===== src/rtl/fetch_pkg.sv =====
// Shared types and helpers for the instruction-fetch front end.
package fetch_pkg;

  localparam int          FETCH_ADDR_W   = 12;
  localparam int          FETCH_INSTR_W  = 16;
  localparam int unsigned FETCH_RESET_PC = 0;

  // Default-width queue entry; fetch_unit re-declares it at its own widths.
  typedef struct packed {
    logic [FETCH_ADDR_W-1:0]  pc;
    logic [FETCH_INSTR_W-1:0] instr;
  } fetch_entry_t;

  function automatic int ptr_w(int n);
    return (n <= 2) ? 1 : $clog2(n);
  endfunction

endpackage


===== src/rtl/fetch_unit_if.sv =====
// Fetch bus: instruction-memory request/response plus the decode-side handshake.
interface fetch_unit_if
  import fetch_pkg::*;
#(
  parameter int ADDR_W  = FETCH_ADDR_W,
  parameter int INSTR_W = FETCH_INSTR_W
);
  logic [ADDR_W-1:0]  imem_addr;
  logic               imem_req;
  logic [INSTR_W-1:0] imem_q;
  logic               out_valid;
  logic               out_ready;
  logic [ADDR_W-1:0]  out_pc;
  logic [INSTR_W-1:0] out_instr;

  modport master (
    output imem_addr, imem_req, out_valid, out_pc, out_instr,
    input  imem_q, out_ready
  );

  modport slave (
    input  imem_addr, imem_req, out_valid, out_pc, out_instr,
    output imem_q, out_ready
  );
endinterface


===== src/rtl/fetch_queue.sv =====
// Synchronous prefetch FIFO: flush has priority over push/pop, no bypass path.
module fetch_queue
  import fetch_pkg::*;
#(
  parameter int  DEPTH   = 4,
  parameter type entry_t = fetch_entry_t
) (
  input  logic                      clock,
  input  logic                      reset,
  input  logic                      flush,
  input  logic                      push,
  input  entry_t                    push_data,
  input  logic                      pop,
  output logic [ptr_w(DEPTH+1)-1:0] count,
  output entry_t                    head
);
  localparam int PW = ptr_w(DEPTH);
  localparam logic [PW-1:0] LAST = PW'(DEPTH - 1);

  entry_t        mem [DEPTH];
  logic [PW-1:0] wr_ptr, rd_ptr;

  // Pointers wrap explicitly so non-power-of-two depths work.
  function automatic logic [PW-1:0] bump(logic [PW-1:0] p);
    return (p == LAST) ? '0 : p + 1'b1;
  endfunction

  always_ff @(posedge clock) begin
    if (!reset || flush) begin
      wr_ptr <= '0;
      rd_ptr <= '0;
      count  <= '0;
    end else begin
      if (push) wr_ptr <= bump(wr_ptr);
      if (pop)  rd_ptr <= bump(rd_ptr);
      case ({push, pop})
        2'b10:   count <= count + 1'b1;
        2'b01:   count <= count - 1'b1;
        default: ;
      endcase
    end
  end

  always_ff @(posedge clock) begin
    if (push && !flush) mem[wr_ptr] <= push_data;
  end

  assign head = mem[rd_ptr];

endmodule


===== src/rtl/fetch_unit.sv =====
// Instruction-fetch front end: PC, single in-flight imem request, credit-gated prefetch queue.
// Optional FETCH_STATS_EN adds saturating handshake/redirect/bubble counters.
module fetch_unit
  import fetch_pkg::*;
#(
  parameter int                ADDR_W   = FETCH_ADDR_W,
  parameter int                INSTR_W  = FETCH_INSTR_W,
  parameter int                DEPTH    = 4,
  parameter logic [ADDR_W-1:0] RESET_PC = ADDR_W'(FETCH_RESET_PC)
) (
  input  logic              clock,
  input  logic              reset,
  input  logic              run,
  input  logic              redirect,
  input  logic [ADDR_W-1:0] redirect_pc,
  fetch_unit_if.master      bus
`ifdef FETCH_STATS_EN
  ,
  output logic [31:0]       stat_fetched,
  output logic [31:0]       stat_redirects,
  output logic [31:0]       stat_bubbles
`endif
);
  localparam int CW = ptr_w(DEPTH + 1);
  localparam logic [CW:0] DEPTH_L = (CW+1)'(DEPTH);

  typedef struct packed {
    logic [ADDR_W-1:0]  pc;
    logic [INSTR_W-1:0] instr;
  } entry_t;

  logic [ADDR_W-1:0] pc, inflight_pc;
  logic              inflight, fetch, push, pop, valid;
  logic [CW-1:0]     count;
  entry_t            push_data, head;

  // Credit: a request is only issued if its response is guaranteed a slot.
  assign valid = reset & (count != '0);
  assign fetch = reset & run & ~redirect &
                 (({1'b0, count} + (CW+1)'(inflight)) < DEPTH_L);
  assign pop   = valid & bus.out_ready & ~redirect;
  assign push  = inflight & ~redirect;

  assign push_data.pc    = inflight_pc;
  assign push_data.instr = bus.imem_q;

  always_ff @(posedge clock) begin
    if (!reset) begin
      pc          <= RESET_PC;
      inflight    <= 1'b0;
      inflight_pc <= '0;
    end else if (redirect) begin
      pc       <= redirect_pc;
      inflight <= 1'b0;
    end else begin
      inflight <= fetch;
      if (fetch) begin
        pc          <= pc + 1'b1;
        inflight_pc <= pc;
      end
    end
  end

  fetch_queue #(
    .DEPTH   (DEPTH),
    .entry_t (entry_t)
  ) u_queue (
    .clock     (clock),
    .reset     (reset),
    .flush     (redirect),
    .push      (push),
    .push_data (push_data),
    .pop       (pop),
    .count     (count),
    .head      (head)
  );

  assign bus.imem_addr = reset ? pc : RESET_PC;
  assign bus.imem_req  = fetch;
  assign bus.out_valid = valid;
  assign bus.out_pc    = valid ? head.pc    : '0;
  assign bus.out_instr = valid ? head.instr : '0;

`ifdef FETCH_STATS_EN
  always_ff @(posedge clock) begin
    if (!reset) begin
      stat_fetched   <= '0;
      stat_redirects <= '0;
      stat_bubbles   <= '0;
    end else begin
      if (pop && stat_fetched != '1)        stat_fetched   <= stat_fetched + 32'd1;
      if (redirect && stat_redirects != '1) stat_redirects <= stat_redirects + 32'd1;
      if (bus.out_ready && !valid && run && stat_bubbles != '1)
        stat_bubbles <= stat_bubbles + 32'd1;
    end
  end
`endif

endmodule


===== src/flat_wrapper.sv =====
// flat-port wrapper written by rule: the top's interface ports become plain ports
module fetch_unit_flat import fetch_pkg::*;
#(
  parameter int                ADDR_W   = FETCH_ADDR_W,
  parameter int                INSTR_W  = FETCH_INSTR_W,
  parameter int                DEPTH    = 4,
  parameter logic [ADDR_W-1:0] RESET_PC = ADDR_W'(FETCH_RESET_PC)
)
  (clock, reset, run, redirect, redirect_pc, bus_imem_addr, bus_imem_req, bus_out_valid, bus_out_pc, bus_out_instr, bus_imem_q, bus_out_ready);
  fetch_unit_if #(.ADDR_W(ADDR_W), .INSTR_W(INSTR_W)) bus_i ();
  input  logic clock;
  input  logic reset;
  input  logic run;
  input  logic redirect;
  input  logic [ADDR_W-1:0] redirect_pc;
  output wire logic [$bits(bus_i.imem_addr)-1:0] bus_imem_addr;
  output wire logic [$bits(bus_i.imem_req)-1:0] bus_imem_req;
  output wire logic [$bits(bus_i.out_valid)-1:0] bus_out_valid;
  output wire logic [$bits(bus_i.out_pc)-1:0] bus_out_pc;
  output wire logic [$bits(bus_i.out_instr)-1:0] bus_out_instr;
  input wire logic [$bits(bus_i.imem_q)-1:0] bus_imem_q;
  input wire logic [$bits(bus_i.out_ready)-1:0] bus_out_ready;
  assign bus_imem_addr = bus_i.imem_addr;
  assign bus_imem_req = bus_i.imem_req;
  assign bus_out_valid = bus_i.out_valid;
  assign bus_out_pc = bus_i.out_pc;
  assign bus_out_instr = bus_i.out_instr;
  assign bus_i.imem_q = bus_imem_q;
  assign bus_i.out_ready = bus_out_ready;
  fetch_unit #(.ADDR_W(ADDR_W), .INSTR_W(INSTR_W), .DEPTH(DEPTH), .RESET_PC(RESET_PC)) u_core (.clock(clock), .reset(reset), .run(run), .redirect(redirect), .redirect_pc(redirect_pc), .bus(bus_i));
endmodule

===== config.mk =====
export PLATFORM = sky130hd
export DESIGN_NAME = fetch_unit_flat
export DESIGN_NICKNAME = d
export VERILOG_FILES = /design/src/rtl/fetch_pkg.sv /design/src/rtl/fetch_unit_if.sv /design/src/rtl/fetch_queue.sv /design/src/rtl/fetch_unit.sv /design/src/flat_wrapper.sv
export SDC_FILE = /design/constraint.sdc
export NUM_CORES = 1
export LEC_CHECK = 0
export ABC_AREA = 1
export CELL_PAD_IN_SITES_DETAIL_PLACEMENT = 1
export CELL_PAD_IN_SITES_GLOBAL_PLACEMENT = 1
export CORE_ASPECT_RATIO = 2
export CORE_UTILIZATION = 46
export DETAILED_ROUTE_END_ITERATION = 12
export GPL_ROUTABILITY_DRIVEN = 1
export PLACE_DENSITY_LB_ADDON = 0.1
export SLEW_MARGIN = 20
export SYNTH_ARGS = -nofsm -noshare
export SYNTH_HDL_FRONTEND = slang
export SYNTH_SLANG_ARGS = --single-unit

===== constraint.sdc =====
create_clock -name clock -period 5.45 [get_ports clock]
set_input_delay 1.09 -clock clock [delete_from_list [all_inputs] [get_ports clock]]
set_output_delay 1.09 -clock clock [all_outputs]
set_load 0.05 [all_outputs]

==> run notes <==
Implementation status.

- The flow ran to the end, and the final reports show no timing, DRC or antenna violations.
- Overall routing resource usage recorded by global route was 0.234.
- The remaining global-route overflow is 0.
- The met3 layer wire length in the routed design is 388 um.
- The wire length on met1 is 5.59 mm.
- Setup violations remaining at the end of the flow were counted as 0.
- The synthesis report lists the Yosys warning total as 0.
- The via density per instance is 5.35.
- The largest registers in the layout are u_core.u_queue.mem: 112 flops, u_core.inflight_pc: 12 flops, u_core.pc: 12 flops.
- nor2_1 is the most common cell in the netlist.
- The via count of the first global-routing pass is 4864.
- The global-route met2 utilization is 0.477.
- The height of the die is 165 um.
- The kind of capture point of the worst setup path is a primary output.
- The share of flip-flops with an asynchronous set or reset is 0.
- The type of the most critical hold path is flop to flop.
- The synthesis run shows the most used standard cells to be 144 x nor2_1, 112 x edfxtp_1, 77 x nand2_1.
- The launching element type of the critical path is a primary input.
- The tally of max-capacitance violations is 0.
- The type of the setup path with the least slack is primary input to primary output.
- The terminating pin of the worst hold path is u_core.u_queue.count[2].
- The initial antenna violation count is 0.
- The endpoint identified for the worst register-to-register timing path is u_core.u_queue.count[2].
- The cell area power density is 336 nW/um^2.
- The number of gates resized after CTS was 0.
- The area added between synthesis and finish is 23.3%.
- 75 I/O pins were placed.
- Synthesis inferred 146 register bits.
- In the post-synthesis netlist, the biggest area contributors are edfxtp_1 55%, dfxtp_1 11%, nor2_1 8.9%.
- The hold buffer count at CTS is 0.
- TritonCTS built the clock tree.
- The top-area cell type share of the netlist area is 0.551.
- The fmax is 0.234 GHz.
- Per the detail_route report, routed wire per instance is 18.1 um.
- In the layout the commonest cells are 140 x nor2_1, 112 x edfxtp_1, 77 x nand2_1, 72 x o21ai_0, 53 x clkdlybuf4s50_1.
- The die is 83.4 um wide.
- CTS placed an instance of clkbuf_16 at the clock tree root.
- The worst-case max-slew headroom was logged as 0.353.
- The number of cells in Yosys stat is 604.
[worst max path at each step]
| stage | startpoint | end | slack [ns] | depth (start not counted) |
|---|---|---|---|---|
| floorplan | reset | bus_out_pc[10] | 2.09 | 4 |
| global placement | reset | bus_out_instr[10] | 1.20 | 4 |
| detailed placement | reset | bus_out_instr[11] | 1.17 | 4 |
| CTS | reset | bus_out_instr[11] | 1.14 | 4 |
| global route | reset | bus_out_instr[12] | 0.97 | 4 |
| finish | reset | bus_out_instr[3] | 1.17 | 4 |
[cell families after synthesis]
kind of cell,synth area share
simple gates,0.161
flops,0.663
compound gates,0.107
buf+inv,0.0502
fa+ha+maj,0.0176
xor+xnor,0.00144
[worst max-delay path, cell delays in order]
cell and delay, ns:
clkdlybuf4s50_1 0.59, nand2_1 0.41, a21oi_1 0.26, clkdlybuf4s50_1 0.83
[layout make-up]
| cell class | count | area [sq um] | area share |
|---|---|---|---|
| flip-flops and latches | 146 | 4050 | 0.538 |
| multi-input cells | 385 | 1780 | 0.237 |
| repair buffers | 80 | 733 | 0.0975 |
| clock buffers | 17 | 425 | 0.0566 |
| well taps | 152 | 190 | 0.0253 |
| clock inverters | 15 | 181 | 0.0241 |
| inverters | 44 | 165 | 0.0220 |
[power breakdown]
part	internal (mW)	total, mW	switching (mW)
clock network	0.724	1.19	0.464
registers	1.21	1.22	0.0145
logic	0.0464	0.118	0.0720
[metrics by stage]
step	utilization	area (sq um)	power, mW	instances	setup WS (ns)
2_1_floorplan	-	6100	1.31	604	2.09
3_5_place_dp	0.532	6920	1.36	807	1.17
4_1_cts	0.579	7520	2.54	839	1.14
6_report	0.579	7520	2.53	839	1.17
5_1_grt	0.579	7520	2.60	839	0.966
3_3_place_gp	0.532	6920	1.36	807	1.20
M2 wires:
Cells faint in the background.
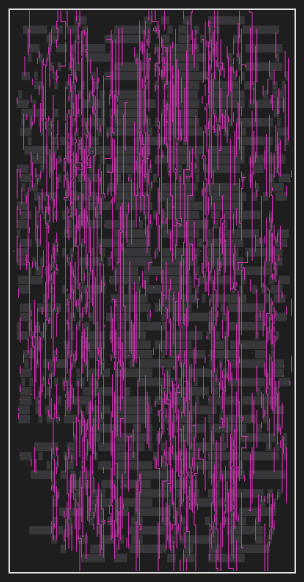
wire length on this layer: 8920 um
longest straight run: 56.4 um
main direction: vertical
share of all routed wire: 59%
via count: 4490
wire length after detailed routing: 15.2 mm

Cell area per tile:
The die is cut into 8 by 16 equal tiles; white is low, dark blue is high, 0 to 100% covered.
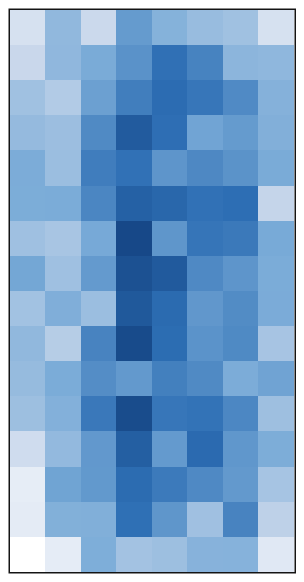
mean over tiles: 53%
fullest tile: 90%
tiles over 75% full: 13%
nearly empty tiles: 0.80%
Final Util: 0.579
Initial Utilization: 0.470
Core Footprint: 13000 sq um

Cell placement:
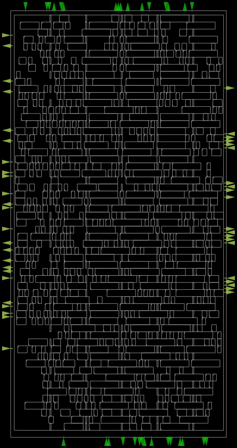
Well Taps: 152
standard-cell row count: 59

Metal 1:
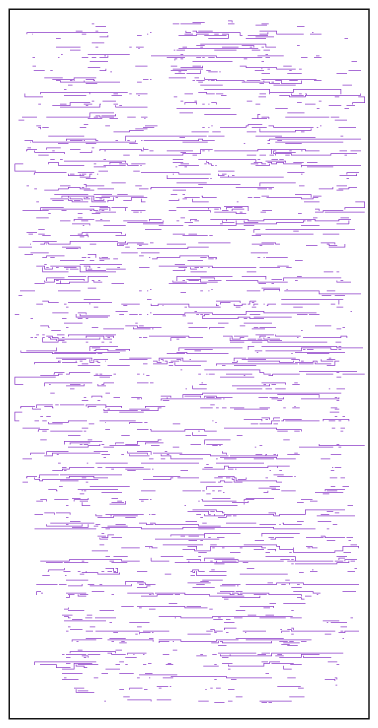
main direction: horizontal
share of all routed wire: 37%
wire length on this layer: 5590 um
fraction of met1 tracks used by global routing: 0.233

Sequential cells grouped by signal name:
Other sequential cells in the stronger gray, the rest of the logic in the fainter gray.
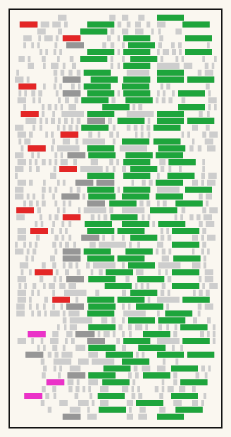
[u_core.pc] red | flops: 12
[u_core.u_queue.count] magenta | flops: 3
[u_core.u_queue.mem] green | flops: 112
area used by sequential logic in the layout: 4050 sq um
flip-flop and latch power: 1.22 mW
fraction of area in registers: 0.538

No activity file was given, so power comes from the tool's default toggle rates.
